### src/rtl/gfx256_pkg.sv
// rtl/gfx256_pkg.sv - shared types and constants for the gfx256 memory-port logic
package gfx256_pkg;

    localparam int GFX_RD_TIMEOUT_W = 10;

    typedef enum logic [1:0] {
        ST_IDLE,
        ST_ISSUE,
        ST_ACK,
        ST_HOLDOFF
    } rd_state_e;

endpackage

### src/rtl/gfx256_rr_pick.sv
// rtl/gfx256_rr_pick.sv - round-robin picker: first set request at or after the pointer, wrapping
module gfx256_rr_pick #(
    parameter int NREQ  = 4,
    parameter int IDX_W = (NREQ > 1) ? $clog2(NREQ) : 1
) (
    input  logic [NREQ-1:0]  req_i,
    input  logic [IDX_W-1:0] ptr_i,
    output logic             vld_o,
    output logic [IDX_W-1:0] idx_o
);

    logic [IDX_W:0] cand;

    // Walk offsets from farthest to nearest so the nearest hit is the last one written.
    always_comb begin
        vld_o = 1'b0;
        idx_o = '0;
        cand  = '0;
        for (int off = NREQ - 1; off >= 0; off--) begin
            cand = {1'b0, ptr_i} + (IDX_W + 1)'(off);
            if (cand >= (IDX_W + 1)'(NREQ)) begin
                cand = cand - (IDX_W + 1)'(NREQ);
            end
            if (req_i[cand[IDX_W-1:0]]) begin
                vld_o = 1'b1;
                idx_o = cand[IDX_W-1:0];
            end
        end
    end

endmodule

### src/rtl/gfx256_rdport_arbiter.sv
// rtl/gfx256_rdport_arbiter.sv - round-robin arbiter sharing the 256-bit graphics-memory read port
module gfx256_rdport_arbiter
    import gfx256_pkg::*;
#(
    parameter int NREQ    = 4,
    parameter int TIMEOUT = 1023
) (
    input  logic               clk_i,
    input  logic               rst_i,
    input  logic [NREQ-1:0]    req_i,
    input  logic [NREQ*32-1:0] adr_i,
    input  logic [NREQ*32-1:0] sel_i,
    output logic [NREQ-1:0]    ack_o,
    output logic [NREQ-1:0]    err_o,
    output logic [255:0]       dat_o,
    output logic               m_cyc_o,
    output logic               m_stb_o,
    output logic               m_we_o,
    output logic [31:0]        m_sel_o,
    output logic [31:0]        m_adr_o,
    input  logic               m_ack_i,
    input  logic [255:0]       m_dat_i,
    output logic               busy_o
);

    localparam int IDX_W = (NREQ > 1) ? $clog2(NREQ) : 1;
    localparam logic [GFX_RD_TIMEOUT_W-1:0] CNT_LAST = GFX_RD_TIMEOUT_W'(TIMEOUT - 1);

    rd_state_e                   state_q, state_d;
    logic [IDX_W-1:0]            gnt_q, gnt_d;
    logic [IDX_W-1:0]            rr_q, rr_d;
    logic [NREQ-1:0]             hold_q, hold_d;
    logic [NREQ-1:0]             ack_q, ack_d;
    logic [NREQ-1:0]             err_q, err_d;
    logic [GFX_RD_TIMEOUT_W-1:0] cnt_q, cnt_d;
    logic [31:0]                 adr_q, adr_d;
    logic [31:0]                 sel_q, sel_d;
    logic [255:0]                dat_q, dat_d;
    logic                        cyc_q, cyc_d;

    logic [NREQ-1:0]  eligible;
    logic             pick_vld;
    logic [IDX_W-1:0] pick_idx;
    logic [31:0]      adr_arr [NREQ];
    logic [31:0]      sel_arr [NREQ];

    for (genvar n = 0; n < NREQ; n++) begin : g_unpack
        assign adr_arr[n] = adr_i[32*n +: 32];
        assign sel_arr[n] = sel_i[32*n +: 32];
    end

    assign eligible = req_i & ~hold_q;

    gfx256_rr_pick #(
        .NREQ  (NREQ),
        .IDX_W (IDX_W)
    ) u_pick (
        .req_i (eligible),
        .ptr_i (rr_q),
        .vld_o (pick_vld),
        .idx_o (pick_idx)
    );

    always_comb begin
        state_d = state_q;
        gnt_d   = gnt_q;
        rr_d    = rr_q;
        hold_d  = hold_q;
        ack_d   = '0;
        err_d   = '0;
        cnt_d   = cnt_q;
        adr_d   = adr_q;
        sel_d   = sel_q;
        dat_d   = dat_q;
        cyc_d   = cyc_q;
        case (state_q)
            ST_IDLE: begin
                if (pick_vld) begin
                    gnt_d   = pick_idx;
                    adr_d   = adr_arr[pick_idx] & ~32'h0000_001F;
                    sel_d   = sel_arr[pick_idx];
                    cyc_d   = 1'b1;
                    cnt_d   = '0;
                    state_d = ST_ISSUE;
                end
            end
            ST_ISSUE: begin
                cnt_d = cnt_q + 1'b1;
                if (m_ack_i) begin
                    dat_d        = m_dat_i;
                    cyc_d        = 1'b0;
                    ack_d[gnt_q] = 1'b1;
                    state_d      = ST_ACK;
                end else if (cnt_q == CNT_LAST) begin
                    // A stalled bridge must not wedge every drawing engine; abort with an error ack.
                    dat_d        = '0;
                    cyc_d        = 1'b0;
                    ack_d[gnt_q] = 1'b1;
                    err_d[gnt_q] = 1'b1;
                    state_d      = ST_ACK;
                end
            end
            ST_ACK: begin
                rr_d          = (gnt_q == IDX_W'(NREQ - 1)) ? '0 : gnt_q + 1'b1;
                hold_d        = '0;
                hold_d[gnt_q] = 1'b1;
                state_d       = ST_HOLDOFF;
            end
            ST_HOLDOFF: begin
                hold_d  = '0;
                state_d = ST_IDLE;
            end
            default: state_d = ST_IDLE;
        endcase
    end

    always_ff @(posedge clk_i) begin
        if (rst_i) begin
            state_q <= ST_IDLE;
            gnt_q   <= '0;
            rr_q    <= '0;
            hold_q  <= '0;
            ack_q   <= '0;
            err_q   <= '0;
            cnt_q   <= '0;
            adr_q   <= '0;
            sel_q   <= '0;
            dat_q   <= '0;
            cyc_q   <= 1'b0;
        end else begin
            state_q <= state_d;
            gnt_q   <= gnt_d;
            rr_q    <= rr_d;
            hold_q  <= hold_d;
            ack_q   <= ack_d;
            err_q   <= err_d;
            cnt_q   <= cnt_d;
            adr_q   <= adr_d;
            sel_q   <= sel_d;
            dat_q   <= dat_d;
            cyc_q   <= cyc_d;
        end
    end

    assign ack_o   = ack_q;
    assign err_o   = err_q;
    assign dat_o   = dat_q;
    assign m_cyc_o = cyc_q;
    assign m_stb_o = cyc_q;
    assign m_we_o  = 1'b0;
    assign m_sel_o = sel_q;
    assign m_adr_o = adr_q;
    assign busy_o  = (state_q != ST_IDLE);

endmodule
### config.mk
export PLATFORM = sky130hd
export DESIGN_NAME = gfx256_rdport_arbiter
export DESIGN_NICKNAME = d
export VERILOG_FILES = /design/src/rtl/gfx256_pkg.sv /design/src/rtl/gfx256_rr_pick.sv /design/src/rtl/gfx256_rdport_arbiter.sv
export SDC_FILE = /design/constraint.sdc
export NUM_CORES = 1
export LEC_CHECK = 0
export CAP_MARGIN = 20
export CELL_PAD_IN_SITES_DETAIL_PLACEMENT = 1
export CELL_PAD_IN_SITES_GLOBAL_PLACEMENT = 1
export CORE_AREA = 2 2 326 328
export CTS_BUF_LIST = sky130_fd_sc_hd__clkbuf_8 sky130_fd_sc_hd__clkbuf_16
export DETAILED_ROUTE_END_ITERATION = 6
export DIE_AREA = 0 0 328 330
export PLACE_DENSITY = 0.49
export RECOVER_POWER = 25
export SLEW_MARGIN = 20
export SYNTH_ARGS = -nofsm -noshare
export SYNTH_HDL_FRONTEND = slang
export SYNTH_SLANG_ARGS = --single-unit
### constraint.sdc
create_clock -name clk_i -period 2.17 [get_ports clk_i]
set_clock_uncertainty 0.1 [all_clocks]
set_input_delay 0.434 -clock clk_i [delete_from_list [all_inputs] [get_ports clk_i]]
set_output_delay 0.434 -clock clk_i [all_outputs]
set_load 0.02 [all_outputs]
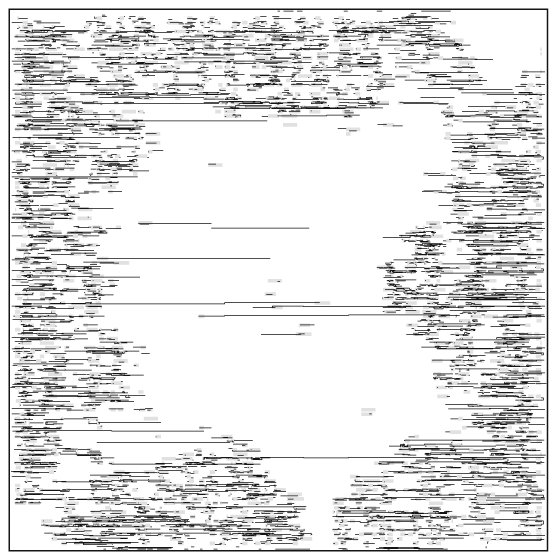
(run_1/m1.png)
nets with wire on the layer	2441
main direction	horizontal
share of all routed wire	34%
wire length on this layer	26.6 mm
Vias: 14200
routing usage on met1: 12.4%

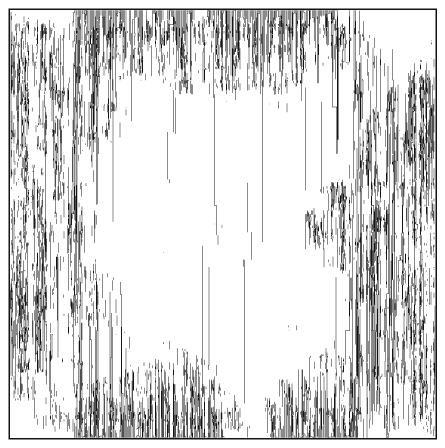
(run_1/m2.png)
wire length on this layer	42.6 mm
main direction	vertical
longest straight run	230 µm
share of all routed wire	55%
met2 Use GR: 25.5%
drt total wl: 78100 µm

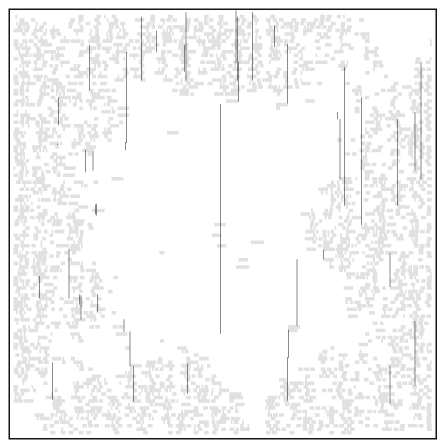
(run_1/m4.png)
share of all routed wire	2.1%
longest straight run	177 µm
main direction	vertical

==> impl_metrics.toml, run 1 <==
# physical design summary
[clock_network]
clock_latency_ps = 590
cts_made_buffers = 46
cts_max_path_buffers = 3
clk_pin_slew_ps = 60
tritoncts = "built"
root_buffer = "clkbuf_16"
clock_sinks = 344
htreeDepth = 2

[global_route]
antenna_found_initial = 18
grt_max_degree = 100
grt_pass1_wl_um = 106000
grt.overflow.total = 0
grt_pass1_vias = 15300
grt_usage_pct = 13.1

[setup_path]
path_max_fanout = 8
critPathTopFamily = "AND-OR/OR-AND gates"
crit_top_cell = "buf_4"
crit_start = "hold_q[2]"
critPathKind = "flip-flop to flip-flop"
cp.required_ps = 2530
cpPeakStageDelay_ps = 360
start_kind = "flip-flop"
cp-end-kind = "flip-flop"
r2r_slack_ps = 70
worstSetupPathDepth = 8
worstRegToRegCells = 8
rr_startpoint = "hold_q[2]"
slowest_stage = "dfxtp_1"
worstPathArrival_ps = 2460
path_buffers = 3
crit_path_cell_trace = "nand2b_1 -> o221a_1 -> o22ai_4 -> buf_4 -> clkbuf_16 -> buf_4 -> mux2i_1 -> o221ai_1"

[route]
drc_errors = 0
drt_pass1_iterations = 4
viasPerCell = 3.89
drtIter0Drc = 432
avgRoutedWirePerCell_um = 21.4
ant_nets = 0

[synthesis]
syn_area_mm2 = 0.0133
synth.distinct_cells = 45
yosys.stat.seqShare_pct = 51.6
largest_area_cell = "dfxtp_1"
ys.flop_type = "dfxtp_1"
ys_cells = 1353
yosys_area_mm2 = 0.0133
synth_top_area_share_pct = 51.6
synth_flops = 344
yosys_warnings = 0
avgSynthCellArea_um2 = 9.86
yosys-top-cells-count = "344 x dfxtp_1, 273 x nor2_1, 257 x a22oi_1"
netlist_instances = 1353
synthTopCellsByArea = "dfxtp_1 52%, a22oi_1 14%, mux2i_1 9.5%, nor2_1 7.7%, o221ai_1 3.2%"
edf_count = 0
ys_async_sr_fraction_pct = 0
most_common_cell = "dfxtp_1"

[pwr]
ir_worst_vdd_v = 0.000469
total_leakage_power_nw = 10.4
p_per_area_mw_per_mm2 = 1060

[final_layout]
final_util_pct = 24.4
area_delta_synth_final_pct = 91.4
fin_nets = 2736
fin_area_mm2 = 0.0255
layout-drive-gt1-share_pct = 9.89

[placed_design]
post_dp_cell_area_mm2 = 0.0237
place_congestion = 0.862
dp_hpwl_um = 58400
place_ws_ps = -537
port_buffers = 824

[floorplanning]
rows = 119
die_y_um = 330
die_w_um = 328
die-area_mm2 = 0.108
core_area_mm2 = 0.105
io_pins = 851
initial_core_util_pct = 12.7

[final_timing]
worstMarginPinSlew_ps = 586
drv_slew = 0
max_slew_margin_pct = 61.0
hold_viol_final = 0
setup_ws_ps = 71.1
setup_viol = 0
max_freq_mhz = 476
timing.final.crit_period_ps = 2100
finalCritPeriodShare_pct = 96.7

[status]
status = "complete, no violations"

[job]
warnings = 54
drv_cap = 0

[worst_hold_path]
hold_path.class = "flip-flop to flip-flop"
hold_path.startpoint = "m_sel_o[5]"
hold_depth = 2
## run 1: final cells by class
| type | count | area, µm² |
|---|---|---|
| antenna | 12 | 30.0 |
| clock buffer | 61 | 1370 |
| clock inverter | 25 | 245 |
| fill | 12000 | 79100 |
| inverter | 8 | 30.0 |
| multi-input combinational | 875 | 5850 |
| sequential | 344 | 6890 |
| tap | 1391 | 1740 |
| timing repair buffer | 931 | 9370 |
## run 1: flip-flops by register name, indices dropped and copies added, names as in the netlist
register / flops
state_q: 2
m_sel_o: 32
gnt_q: 2
hold_q: 4
m_cyc_o: 1
dat_o: 256
err_o: 4
m_adr_o: 27
ack_o: 4
rr_q: 2
cnt_q: 10
## run 1: tightest hold or removal path, stage by stage (launching register included)
cell and delay [ps]:
dfxtp_1 320, nand2_1 50, o221ai_1 50
## run 1: timing repair
action	4_1_cts	5_1_grt
buffers inserted	0	12
hold buffers	1	0
hold endpoints to repair	8	0
gates resized	178	72
cloned	0	18
endpoints found under the setup margin	170	215
pin swaps	1	5
## run 1: through the flow
stage	cells	setup TNS [ps]	hold slack [ps]	total power [mW]
3_5_place_dp	3518	-33340	348	18.9
4_1_cts	3605	0	297	27.0
5_1_grt	3636	-0.899	323	28.6
3_3_place_gp	3518	-27170	345	18.7
2_1_floorplan	1358	0	348	13.4
6_report	3647	0	358	27.0
## run 1: power by group
part / internal (mW) / switching [mW]
clock network: 4.91 / 3.20
registers: 7.53 / 0.721
logic: 4.98 / 5.69
## run 1: final timing paths
| path | to |
|---|---|
| min reg2reg | m_sel_o[5] |
| max | m_adr_o[15] |
| min | m_sel_o[5] |
| max reg2reg | m_adr_o[15] |
## run 1: layout by cell type (no fill, tap or decap), types with 6 or more instances in the layout
master           synthesis  routed
a22oi_1                257     257
nand2_1                 64      63
buf_12                   0      30
o221ai_2                10      10
a21oi_1                 11      11
clkinv_2                 0      10
buf_6                    5       6
and2_1                  10       6
buf_16                   0       8
clkbuf_16                0      62
dfxtp_1                344     340
o221ai_1                49      49
clkdlybuf4s50_1          0     607
diode_2                  0      12
clkbuf_8                 0      14
mux2i_1                126     125
clkbuf_1                62      50
nor2_1                 273     273
inv_1                    8      11
ha_1                    11      10
dlygate4sd2_1            0     168
buf_4                   21      43
conb_1                   1       6
## run 1: cells by family (layout without fill, tap and decap cells)
| group | Yosys count | count (layout) | share of synthesized area (%) |
|---|---|---|---|
| xor gates and xnor gates | 1 | 1 | 0.0657 |
| DFF | 344 | 344 | 51.6 |
| muxes | 127 | 127 | 9.54 |
| and+or+nand+nor | 382 | 382 | 11.9 |
| buffers and inverters | 139 | 1025 | 5.18 |
| adders and majority gates | 11 | 11 | 1.03 |
| other | 1 | 18 | 0.0281 |
| AOI/OAI and AO/OA | 348 | 348 | 20.6 |
## run 1: per-layer routing
metal	global-route usage, %	routed length (µm)	up-vias
met5	0	25	-
met4	3.30	1620	4
met1	12.4	26600	6910
li1	-	-	6628
met3	5.55	7250	99
met2	25.5	42600	553
## Run 2: what changed since run 1
--- a/config.mk
+++ b/config.mk
@@ -5,13 +5,14 @@
 export SDC_FILE = /design/constraint.sdc
 export NUM_CORES = 1
 export LEC_CHECK = 0
-export CAP_MARGIN = 20
+export CAP_MARGIN = 30
 export CELL_PAD_IN_SITES_DETAIL_PLACEMENT = 1
 export CELL_PAD_IN_SITES_GLOBAL_PLACEMENT = 1
 export CORE_AREA = 2 2 326 328
 export CTS_BUF_LIST = sky130_fd_sc_hd__clkbuf_8 sky130_fd_sc_hd__clkbuf_16
 export DETAILED_ROUTE_END_ITERATION = 6
 export DIE_AREA = 0 0 328 330
+export GPL_ROUTABILITY_DRIVEN = 0
 export PLACE_DENSITY = 0.49
 export RECOVER_POWER = 25
 export SLEW_MARGIN = 20
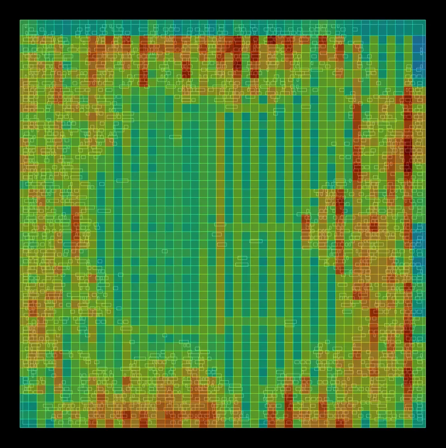
(run_2/congestion_map.png)
GRT Max-Usage Layer: met2
GRT Total Usage: 13.1%
Post-Route Utilization: 24.4%
WL per Instance: 21.4 µm
GR Layer Usage met3: 5.55%

==> run 2 against run 1 <==
- sequential share of layout area stayed put
- fmax stayed put
- area after synthesis stayed put
- synthesized cell count stayed put
- clock power hardly changed
- first-iteration DRC count stayed put
- worst hold slack stayed put
- global-route usage stayed put
- total power stayed put
- via count stayed put
- final area stayed put
- non-clock buffer count stayed put
- highest routed layer unchanged
==> impl_metrics.toml, run 2 <==
# physical design summary
[global_route]
grt_max_degree = 100
antenna_found_initial = 18
grt.overflow.total = 0
grt_pass1_wl_um = 106000
grt_pass1_vias = 15300

[synthesis]
synth-simple-area-share_pct = 11.9
synthTopCellsByArea = "dfxtp_1 52%, a22oi_1 14%, mux2i_1 9.5%, nor2_1 7.7%, o221ai_1 3.2%"
avgSynthCellArea_um2 = 9.86
ys.flop_type = "dfxtp_1"
yosys.stat.seqShare_pct = 51.6
ys_cells = 1353
synthTopLogicFamily = "AND-OR/OR-AND gates"
ys_sh_adder_pct = 1.03
compound_area_share_pct = 20.6
yosys-top-cells-count = "344 x dfxtp_1, 273 x nor2_1, 257 x a22oi_1"
ys_sh_mux_pct = 9.54
synth_flops = 344
yosys_area_mm2 = 0.0133
synth.distinct_cells = 45
xor_share_pct = 0.0657
yosys_warnings = 0
syn_area_mm2 = 0.0133
most_common_cell = "dfxtp_1"
synth_top_area_share_pct = 51.6
largest_area_cell = "dfxtp_1"
edf_count = 0
netlist_instances = 1353
ys_async_sr_fraction_pct = 0

[clock_network]
tritoncts = "built"
cts_max_path_buffers = 3
clock_latency_ps = 590
root_buffer = "clkbuf_16"
htreeDepth = 2
clock_sinks = 344
clk_pin_slew_ps = 60
cts_made_buffers = 46

[setup_path]
critPathKind = "flip-flop to flip-flop"
start_kind = "flip-flop"
slowest_stage = "dfxtp_1"
cp.required_ps = 2530
cp-end-kind = "flip-flop"
crit_top_cell = "buf_4"
crit_path_cell_trace = "nand2b_1 -> o221a_1 -> o22ai_4 -> buf_4 -> clkbuf_16 -> buf_4 -> mux2i_1 -> o221ai_1"
path_max_fanout = 8
worstPathArrival_ps = 2460
cpPeakStageDelay_ps = 360

[route]
wl_um = 78100
vias = 14200
drc_errors = 0
drt_pass1_iterations = 4
ant_nets = 0
drtIter0Drc = 432
viasPerCell = 3.89

[final_layout]
area_delta_synth_final_pct = 91.4
fin_cells = 3647
fin_nets = 2736
layout-drive-gt1-share_pct = 9.89
largest_reg_flops = 256
num-fill-cells = 12000
lay_top_count = "clkdlybuf4s50_1"
lay_top_cells = "607 x clkdlybuf4s50_1, 340 x dfxtp_1, 273 x nor2_1"

[pwr]
ir_worst_vdd_v = 0.000469
p_per_area_mw_per_mm2 = 1060
total_leakage_power_nw = 10.4

[placed_design]
dp_hpwl_um = 58400
port_buffers = 824
dp_cells = 3518

[floorplanning]
die_w_um = 328
die_y_um = 330
io_pins = 851
initial_core_util_pct = 12.7
core_area_mm2 = 0.105
rows = 119
die-area_mm2 = 0.108

[worst_hold_path]
hold_path.class = "flip-flop to flip-flop"

[final_timing]
setup_viol = 0
worstMarginPinSlew_ps = 586
finalCritPeriodShare_pct = 96.7
hold_viol_final = 0
drv_slew = 0
max_slew_margin_pct = 61.0
max_freq_mhz = 476
timing.final.crit_period_ps = 2100
tns_ps = 0

[status]
status = "complete, no violations"

[job]
warnings = 54
drv_cap = 0
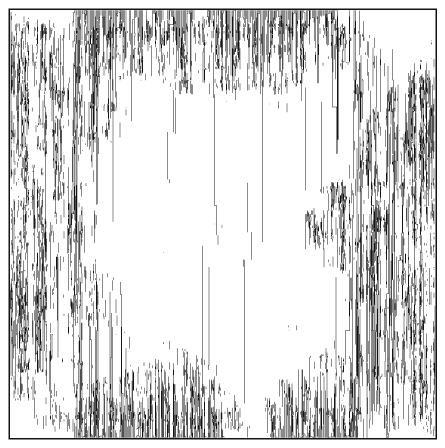
(run_2/m2.png)

-- run 2: cell counts in the layout (fill, tap and decap cells not counted) --
Identical to the previous run, type by type.
-- run 2: path summary, 6_finish.rpt --
| kind | slack [ps] | end | cells past startpoint | from |
|---|---|---|---|---|
| min reg2reg | 360 | m_sel_o[5] | 2 | m_sel_o[5] |
| max | 70 | m_adr_o[15] | 8 | hold_q[2] |
| max reg2reg | 70 | m_adr_o[15] | 8 | hold_q[2] |
| min | 360 | m_sel_o[5] | 2 | m_sel_o[5] |
-- run 2: what timing repair did --
action	in CTS	in global routing
hold buffers	1	0
resized	178	72
pin swaps	1	5
cloned	0	18
buffers inserted	0	12
endpoints found under the setup margin	170	215
hold endpoints to repair	8	0
-- run 2: per-stage QoR --
| step | utilization, % | hold WS, ps | total power [mW] | area, µm² | worst slack [ps] |
|---|---|---|---|---|---|
| floorplan | - | 348 | 13.4 | 13400 | 227 |
| global placement | 22.7 | 345 | 18.7 | 23700 | -464 |
| detailed placement | 22.7 | 348 | 18.9 | 23700 | -537 |
| CTS | 24.0 | 297 | 27.0 | 25100 | 0.525 |
| global route | 24.4 | 323 | 28.6 | 25500 | -0.899 |
| finish | 24.4 | 358 | 27.0 | 25500 | 71.1 |
-- run 2: where the power goes --
part | switching [mW] | internal, mW
clock network | 3.20 | 4.91
registers | 0.721 | 7.53
logic | 5.69 | 4.98
-- run 2: final cells by class --
cell class              count  area, µm²  area share, %
repair buffers            931       9370           36.7
flip-flops and latches    344       6890           27.0
multi-input cells         875       5850           22.9
well taps                1391       1740           6.82
clock buffers              61       1370           5.36
clock inverters            25        245          0.961
inverters                   8       30.0          0.118
diodes                     12       30.0          0.118
-- run 2: layer usage --
layer | wire, µm | GRT usage [%] | part of all wire (%) | vias to the layer above
met5 | 25 | 0 | 0.032 | -
met4 | 1620 | 3.30 | 2.1 | 4
met3 | 7250 | 5.55 | 9.3 | 99
met2 | 42600 | 25.5 | 55 | 553
met1 | 26600 | 12.4 | 34 | 6910
li1 | - | - | - | 6628
-- run 2: cell families after synthesis --
| logic type | Yosys count |
|---|---|
| other cells | 1 |
| compound gates | 348 |
| simple gates | 382 |
| buf+inv | 139 |
| xor+xnor | 1 |
| flops | 344 |
| fa+ha+maj | 11 |
| mux | 127 |
-- run 2: critical path: cells and delay by family, from the launching register on --
kind                   cells  cell delay [ps]
AND-OR/OR-AND              3              620
buffers and inverters      3              480
flip-flops                 1              360
multiplexers               1              220
AND/OR/NAND/NOR            1              190
Power figures rest on the tool's default switching activity, not on a simulated workload.
